<file path="config.mk">
export PLATFORM = sky130hd
export DESIGN_NAME = baccarat_sequencer
export DESIGN_NICKNAME = d
export VERILOG_FILES = /design/src/rtl/baccarat_pkg.sv /design/src/rtl/banker_draw_rule.sv /design/src/rtl/baccarat_sequencer.sv
export SDC_FILE = /design/constraint.sdc
export NUM_CORES = 1
export LEC_CHECK = 0
export ABC_AREA = 0
export CAP_MARGIN = 15
export CORE_AREA = 2 2 39 41
export CTS_BUF_LIST = sky130_fd_sc_hd__clkbuf_8
export DETAILED_ROUTE_END_ITERATION = 10
export DIE_AREA = 0 0 41 43
export PLACE_DENSITY = 0.81
export SLEW_MARGIN = 15
export SYNTH_ARGS = -nofsm -noshare
export SYNTH_HDL_FRONTEND = slang
export SYNTH_SLANG_ARGS = --single-unit
</file>
<file path="constraint.sdc">
create_clock -name slow_clock -period 3.6 [get_ports slow_clock]
set_input_delay 0.54 -clock slow_clock [delete_from_list [all_inputs] [get_ports slow_clock]]
set_output_delay 0.54 -clock slow_clock [all_outputs]
set_load 0.005 [all_outputs]
</file>
<file path="src/rtl/baccarat_pkg.sv">
// Shared encodings and rule constants for the baccarat sequencer.
// Purely declarative: no logic, no latency, no flow control.
package baccarat_pkg;

  typedef enum logic [3:0] {
    S_P1,
    S_D1,
    S_P2,
    S_D2,
    S_EVAL1,
    S_P3,
    S_EVAL2,
    S_D3,
    S_RESULT,
    S_DONE
  } state_t;

  localparam logic [3:0] NATURAL_MIN     = 4'd8;
  localparam logic [3:0] PLAYER_DRAW_MAX = 4'd5;
  localparam logic [3:0] BANKER_DRAW_MAX = 4'd5;

  // Tens and face cards count as zero; rank 0 (no card) also maps to zero.
  function automatic logic [3:0] card_value(input logic [3:0] rank);
    return (rank >= 4'd10) ? 4'd0 : rank;
  endfunction

endpackage

</file>
<file path="src/rtl/banker_draw_rule.sv">
// Banker third-card rule from the banker's two-card total and the player's third card.
// Combinational, zero latency; no flow control.
module banker_draw_rule
  import baccarat_pkg::*;
(
  input  logic [3:0] i_dscore,
  input  logic [3:0] i_pcard3,
  output logic       o_draw
);

  logic [3:0] w_value;

  assign w_value = card_value(i_pcard3);

  // Totals of 7 and above (including out-of-range values) always stand.
  always_comb begin
    o_draw = 1'b0;
    case (i_dscore)
      4'd0, 4'd1, 4'd2: o_draw = 1'b1;
      4'd3:             o_draw = (w_value != 4'd8);
      4'd4:             o_draw = (w_value >= 4'd2) && (w_value <= 4'd7);
      4'd5:             o_draw = (w_value >= 4'd4) && (w_value <= 4'd7);
      4'd6:             o_draw = (w_value >= 4'd6) && (w_value <= 4'd7);
      default:          o_draw = 1'b0;
    endcase
  end

endmodule

</file>
<file path="src/rtl/baccarat_sequencer.sv">
// Moore FSM stepping the baccarat card datapath one state per slow_clock edge.
// Hand completes 7-10 cycles after reset release; no backpressure, parks in S_DONE.
module baccarat_sequencer
  import baccarat_pkg::*;
(
  input  logic       slow_clock,
  input  logic       resetb,
  input  logic [3:0] pscore,
  input  logic [3:0] dscore,
  input  logic [3:0] pcard3,
  output logic       load_pcard1,
  output logic       load_pcard2,
  output logic       load_pcard3,
  output logic       load_dcard1,
  output logic       load_dcard2,
  output logic       load_dcard3,
  output logic       player_win_light,
  output logic       dealer_win_light,
  output logic       game_done
);

  state_t r_state;
  state_t w_next;
  logic   r_player_win;
  logic   r_dealer_win;
  logic   w_banker_draw;

  banker_draw_rule u_banker_draw_rule (
    .i_dscore (dscore),
    .i_pcard3 (pcard3),
    .o_draw   (w_banker_draw)
  );

  always_ff @(posedge slow_clock) begin
    if (!resetb) begin
      r_state      <= S_P1;
      r_player_win <= 1'b0;
      r_dealer_win <= 1'b0;
    end else begin
      r_state <= w_next;
      if (r_state == S_RESULT) begin
        r_player_win <= (pscore >= dscore);
        r_dealer_win <= (dscore >= pscore);
      end
    end
  end

  always_comb begin
    w_next      = S_P1;
    load_pcard1 = 1'b0;
    load_pcard2 = 1'b0;
    load_pcard3 = 1'b0;
    load_dcard1 = 1'b0;
    load_dcard2 = 1'b0;
    load_dcard3 = 1'b0;
    game_done   = 1'b0;
    case (r_state)
      S_P1: begin
        load_pcard1 = 1'b1;
        w_next      = S_D1;
      end
      S_D1: begin
        load_dcard1 = 1'b1;
        w_next      = S_P2;
      end
      S_P2: begin
        load_pcard2 = 1'b1;
        w_next      = S_D2;
      end
      S_D2: begin
        load_dcard2 = 1'b1;
        w_next      = S_EVAL1;
      end
      S_EVAL1: begin
        // Out-of-range totals fall into the natural branch via the >= compare.
        if ((pscore >= NATURAL_MIN) || (dscore >= NATURAL_MIN)) begin
          w_next = S_RESULT;
        end else if (pscore <= PLAYER_DRAW_MAX) begin
          w_next = S_P3;
        end else if (dscore <= BANKER_DRAW_MAX) begin
          w_next = S_D3;
        end else begin
          w_next = S_RESULT;
        end
      end
      S_P3: begin
        load_pcard3 = 1'b1;
        w_next      = S_EVAL2;
      end
      S_EVAL2: begin
        w_next = w_banker_draw ? S_D3 : S_RESULT;
      end
      S_D3: begin
        load_dcard3 = 1'b1;
        w_next      = S_RESULT;
      end
      S_RESULT: begin
        w_next = S_DONE;
      end
      S_DONE: begin
        game_done = 1'b1;
        w_next    = S_DONE;
      end
      default: begin
        w_next = S_P1;
      end
    endcase
  end

  assign player_win_light = r_player_win;
  assign dealer_win_light = r_dealer_win;

endmodule

</file>
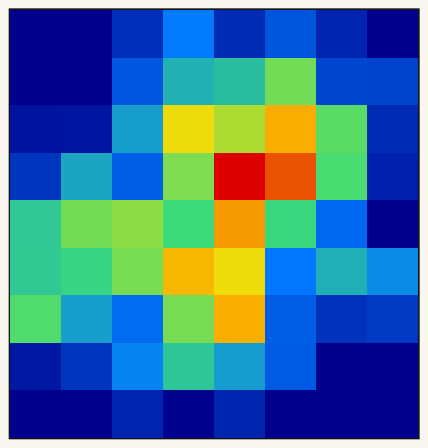
(run_1/wire_density.png)
The die is cut into 8 by 9 equal tiles; dark blue is low, red is high, scaled to the fullest tile. Values are wire area over tile area, all layers added.
nearly empty tiles = 19%
fullest tile = 0.35
tiles over half the peak = 25%
vias: 604
Post-Route WL: 1.18 mm
wire per inst: 10.6 µm
GRT Resource Usage Total: 15.9%

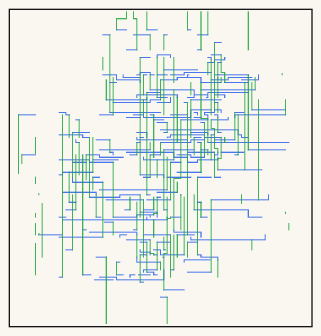
(run_1/metal_stack.png)
Only two layers are drawn.
met1 -> blue  # wire length 542 µm
met2 -> green  # wire length 592 µm

==> out/qor.txt, run 1 <==
Status: complete, no violations
Floorplan Nets: 92
Sequential fraction of the synthesis area: 20.3%
Most common cell in the netlist: nor2_1
Total negative slack: 0 ns
Commonest cells post-synth: nor2_1 (8), nand2_1 (7), dfxtp_1 (6)
First-pass GRT wire length: 2.03 mm
CP Capture Type: primary output
Unrepaired setup endpoints after global routing: no
Hold bufs inserted after CTS: 0
Clock Path Buffers: 2
Pins Over Slew Limit: 0
P_int: 0.187 mW
Critical path type: register to primary output
FP Core Util: 42.9%
Max rail drop VDD: 0.109 mV
Die x size: 41 µm
Tool Warnings: 26
FA/HA/MAJ Cells, Area Fraction: 8.44%
Hold Fails Final Rpt: 0
Power density cells: 303 nW/µm²
CP Launch Type: register
Die height: 43 µm
Seq pwr share: 33.3%
Grt total ovfl: 0
Mapped Avg Cell Area: 8.01 µm²
Clk slew on worst S/H paths: 0.03 ns
Routed vias/inst: 5.44
Area leader, netlist: dfxtp_1
Cell count listed in synth_stat.txt: 74
Chip Area, Yosys: 593 µm²
Sw Share: 26.6%
Post-route ant nets: 0
Number of fill cells: 126
Post-synth EDFFs: 0
Register area: 120 µm²
Post-CTS Setup Inserts: 0
Mux frac, synth: 0%
Share of layout cells above drive strength 1: 10.5%
Lkg Pwr: 0.306 nW
Initial DRT Pass Iterations: 4
N_diodes: 0
Top cells by area: dfxtp_1 (20%), ha_1 (8.4%), nor2_1 (5.1%), nand2_1 (4.4%), nand2b_1 (4.2%)
Synth logic family: simple AND/OR/NAND/NOR gates
Dpl cells: 108
YS warnings: 0
# port buffers: 22
Die area: 1760 µm²
Worst-Margin Slew: 0.492 ns
Area Overhead vs Synth: 41.6%
Comb area: 419 µm²
Simple share: 37.6%
DP HPWL: 985 µm
CTS tree: yes
Async S/R FF share, synth: 0%
Final period utilization: 61.4%
Final core utilization: 60.7%
Minimum clock period: 2.21 ns
Synthesized cell area: 593 µm²
Post-synthesis cell count: 74
CTS HTree Levels: 1
Cts repair resizes: 0
Clock sink count: 6
Primary FF master, synth: dfxtp_1
Setup Viol. Count Final: 0
WHS: 0.536 ns
Max FO, Critical Path: 13
Core footprint: 1380 µm²
Fin cells: 111
GPL Wtd Cong: 0.780
Clock power share: 38.0%
Nets: 115
Initial antenna violation count: 0
DRT iter0 DRCs: 8
Root Buffer: clkbuf_8
Worst min path class: register to register
Latency at later pin: 0.22 ns
Max Cap Viol: 0
Combinational group share of total power: 28.6%
Slew HR: 67.2%
Seq cells post-synth: 6
# DRC: 0
Ports: 23
Top cell area share: 20.3%
Critical Path RT: 3.06 ns
Row count: 14
Synth unique cells: 34
Psw: 0.0675 mW
Pin count of the biggest net entering global routing: 14
Vias in the first global route: 515
Yosys aoi share: 23.2%
Peak Freq: 452 MHz
XOR/XNOR Area Share: 1.48%
Worst EP arrival: 1.67 ns
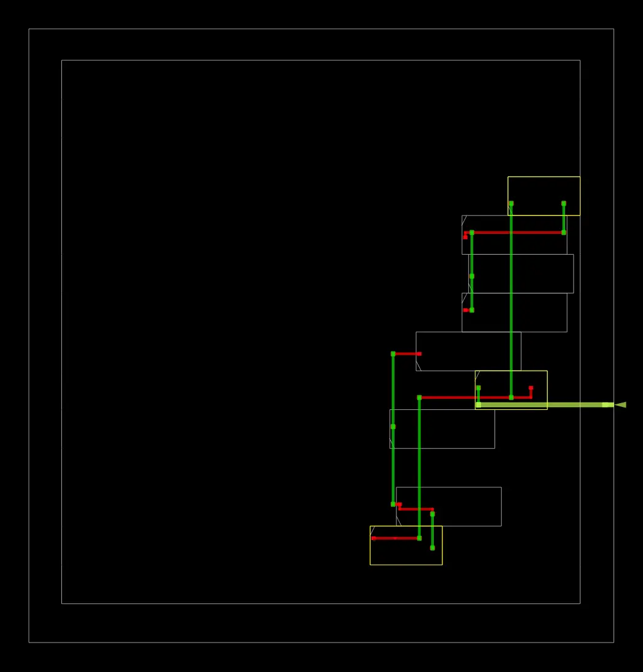
(run_1/final_clocks.png)
Max Clock Skew: 0.000368 ns
Num CTS Buffers: 3
Clk power: 0.0967 mW
number of clock buffers in the layout: 3

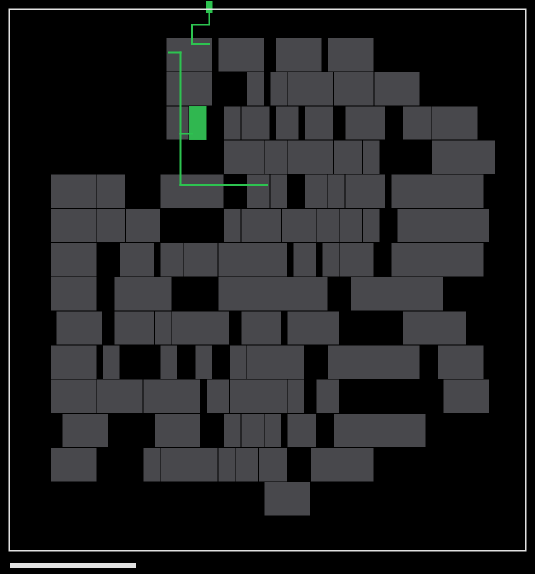
(run_1/port_nets.png)
Bar = 10 µm.
load_dcard3 -> green  # bits 1, direction output, end cells 1, buffers 1, wire 24.5 µm

-- run 1: power groups by stage --
stage	sequential [mW]	clock, mW	combinational [mW]
5_1_grt	0.0861	0.104	0.0828
4_1_cts	0.0846	0.101	0.0733
2_1_floorplan	0.0747	0	0.0494
6_report	0.0847	0.0967	0.0728
3_5_place_dp	0.0854	0	0.0730
3_3_place_gp	0.0855	0	0.0720
-- run 1: sequential cells by signal (all words and copies together), names as in the netlist --
register,count
r_state,4
dealer_win_light,1
player_win_light,1
-- run 1: final cells by class --
type                            instances  share of cell area (%)
Clock buffer                            3                    4.92
Inverter                                5                    2.24
Multi-Input combinational cell         59                    49.9
Sequential cell                         6                    14.3
Tap cell                               16                    2.38
Timing Repair Buffer                   22                    26.2
-- run 1: cell usage in the layout, fill, tap and decap left out, types with 4 or more instances in the layout --
master	count
a21oi_1	4
clkdlybuf4s50_1	22
dfxtp_1	6
ha_1	4
inv_1	5
nand2_1	7
nand2b_1	4
nor2_1	8
nor3_1	4
o21ai_0	4
-- run 1: layer usage --
metal,vias to the layer above,wire length (µm),GRT usage [%]
li1,316,-,-
met1,274,541,21.9
met2,14,591,24.4
met3,0,46,1.57
met4,0,0,6.00
met5,-,0,0
-- run 1: worst max-delay path: stages, from the launching register on --
cell and delay (ns):
dfxtp_1 0.62, nor4b_1 0.29, clkdlybuf4s50_1 0.55
-- run 1: final timing paths --
path               startpoint          endpoint  slack, ns  cells past startpoint
min reg2reg  dealer_win_light  dealer_win_light       0.54                      1
max reg2reg        r_state[1]        r_state[1]       2.14                      4
max                r_state[1]       load_pcard2       1.39                      2
min          dealer_win_light  dealer_win_light       0.54                      1
-- run 1: through the flow --
stage	cell area [µm²]	total power, mW	setup WS, ns
after CTS	840	0.259	1.39
after global placement	798	0.157	1.59
after floorplan	593	0.124	2.15
after detailed placement	798	0.158	1.55
final	840	0.254	1.39
after global routing	840	0.273	1.19
-- run 1: cells by family after synthesis --
logic type | after synthesis
compound gates | 19
xor+xnor | 1
fa+ha+maj | 4
buf+inv | 9
flops | 6
simple gates | 35
==> run_1/cell_classes.png <==
Fill, decap, tap and diode cells in gray.
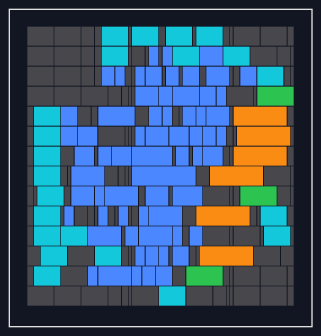

==> run 2, diff against run 1 <==
CORE_AREA = unset   (was 2 2 39 41)
CORE_UTILIZATION = 40   (was unset)
DIE_AREA = unset   (was 0 0 41 43)
PLACE_DENSITY = 0.77   (was 0.81)
clock period = 1.9 ns   (was 3.6 ns; I/O delays follow)
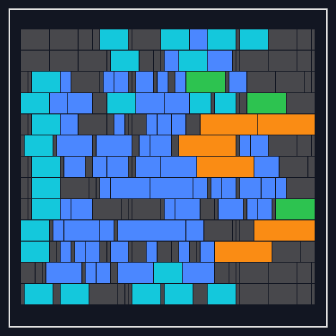
(run_2/cell_classes.png)
Fill, decap, tap and diode cells in gray.
cells driving clock nets -> green  # cells 3, share of their area 4.9%
flip-flops -> orange  # cells 6, share of their area 15%
other buffers and delay cells -> cyan  # cells 24, share of their area 28%
all other logic -> blue  # cells 64, share of their area 52%

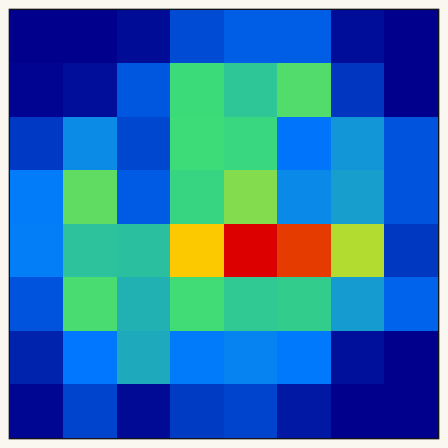
(run_2/wire_density.png)
The die is cut into 8 by 8 equal tiles; dark blue is low, red is high, scaled to the fullest tile. Values are wire area over tile area, all layers added.
tiles over half the peak = 16%
nearly empty tiles = 14%
fullest tile = 0.51
emptiest ninth of the die = upper left
mean over tiles = 0.14

==> out/qor.txt, run 2 <==
Status: complete, no violations
Fin cells: 112
DRT iter0 DRCs: 17
Async S/R FF share, synth: 0%
GRT Resource Usage Total: 21.6%
Mapped Avg Cell Area: 8.01 µm²
FP Core Util: 44.5%
Worst-Margin Slew: 0.390 ns
Reg-to-reg setup timing slack: 0.53 ns
Primary FF master, synth: dfxtp_1
Synthesized cell area: 593 µm²
Hold Fails Final Rpt: 0
Tool Warnings: 26
# DRC: 0
Latency at later pin: 0.22 ns
Post-synth EDFFs: 0
Top cell area share: 20.3%
# port buffers: 22
Pin count of the biggest net entering global routing: 11
Floorplan Nets: 92
Unrepaired setup endpoints after global routing: no
Row count: 13
Crit-path slowest cell: clkdlybuf4s50_1
Grt total ovfl: 0
Design area: 855 µm²
Post-Route WL: 1.43 mm
Clock power share: 37.8%
Area leader, netlist: dfxtp_1
Initial antenna violation count: 0
Die height: 40.5 µm
Sw Share: 27.7%
CP Capture Type: primary output
GPL Wtd Cong: 0.817
Most common cell in the netlist: nor2_1
P_int: 0.361 mW
Final WS setup: 0.111 ns
Cell count listed in synth_stat.txt: 74
Root Buffer: clkbuf_8
Most flops, register: r_state
Core footprint: 1330 µm²
Worst EP arrival: 1.50 ns
Vias: 630
CP max stage delay: 0.52 ns
Total negative slack: 0 ns
Largest register FFs: 4
Max Cap Viol: 0
Seq pwr share: 29.9%
Final period utilization: 94.2%
Die x size: 40.5 µm
Die area: 1640 µm²
Max Clock Skew: 0.00255 ns
Vias in the first global route: 562
Critical path type: register to primary output
Routed vias/inst: 5.63
Worst min path class: register to register
Synth unique cells: 34
Placed cell areas: 812 µm²
Post-synthesis cell count: 74
Ports: 23
Sequential fraction of the synthesis area: 20.3%
Most common logic cells in the final layout: clkdlybuf4s50_1 (22), nor2_1 (8), nand2_1 (7), inv_1 (5), dfxtp_1 (5)
Post-Place Setup Slack: 0.0698 ns
Initial DRT Pass Iterations: 4
Psw: 0.138 mW
CP Launch Type: register
Minimum clock period: 1.79 ns
Num CTS Buffers: 3
[run 2: cell counts after synthesis]
Identical to the previous run, type by type.
[run 2: through the flow]
step / hold WS (ns) / utilization [%] / power, mW
2_1_floorplan: 0.423 / - / 0.235
3_3_place_gp: 0.526 / 60.9 / 0.306
3_5_place_dp: 0.551 / 60.9 / 0.311
4_1_cts: 0.562 / 64.0 / 0.503
5_1_grt: 0.578 / 64.1 / 0.526
6_report: 0.553 / 64.1 / 0.499
[run 2: kinds of logic (layout without fill, tap and decap cells)]
kind of cell               count (synthesis)  after routing  share of synthesized area [%]
buffers and inverters                      9             32                           9.07
AOI/OAI and AO/OA                         19             19                           23.2
adders and majority gates                  4              4                           8.44
DFF                                        6              6                           20.3
and+or+nand+nor                           35             35                           37.6
xor gates and xnor gates                   1              1                           1.48
[run 2: layout make-up]
class	instances	area [µm²]
tap	15	18.8
multi-input combinational	59	419
timing repair buffer	24	235
sequential	6	121
fill	114	479
clock buffer	3	41.3
inverter	5	18.8
[run 2: per-layer routing]
layer  share of wire [%]  track usage, %
met1                  43            25.3
met2                  51            37.7
met3                 3.9            1.67
met4                 1.2            12.5
met5                   0               0
[run 2: power groups by stage]
stage	clock network (mW)	logic [mW]	registers [mW]
after floorplan	0	0.0937	0.142
after global placement	0	0.157	0.150
after detailed placement	0	0.162	0.150
after CTS	0.192	0.162	0.149
after global routing	0.197	0.179	0.150
final	0.189	0.161	0.149
[run 2: final timing paths]
check	startpoint	to	cells past startpoint
worst min register to register	player_win_light	player_win_light	2
worst min-delay path	player_win_light	player_win_light	2
worst max register to register	r_state[1]	r_state[1]	5
worst max-delay path	r_state[3]	load_dcard3	3
[run 2: critical path: cells and delay by family, from the launching register on]
kind / cells / cell delay [ns]
buf+inv: 1 / 0.52
flops: 1 / 0.39
simple gates: 2 / 0.38
[run 2: timing repair]
| action | CTS | global route |
|---|---|---|
| endpoints found under the setup margin | 0 | 2 |
| setup buffers | 0 | 0 |
| gates resized | 0 | 1 |
No activity file was given, so power comes from the tool's default toggle rates.
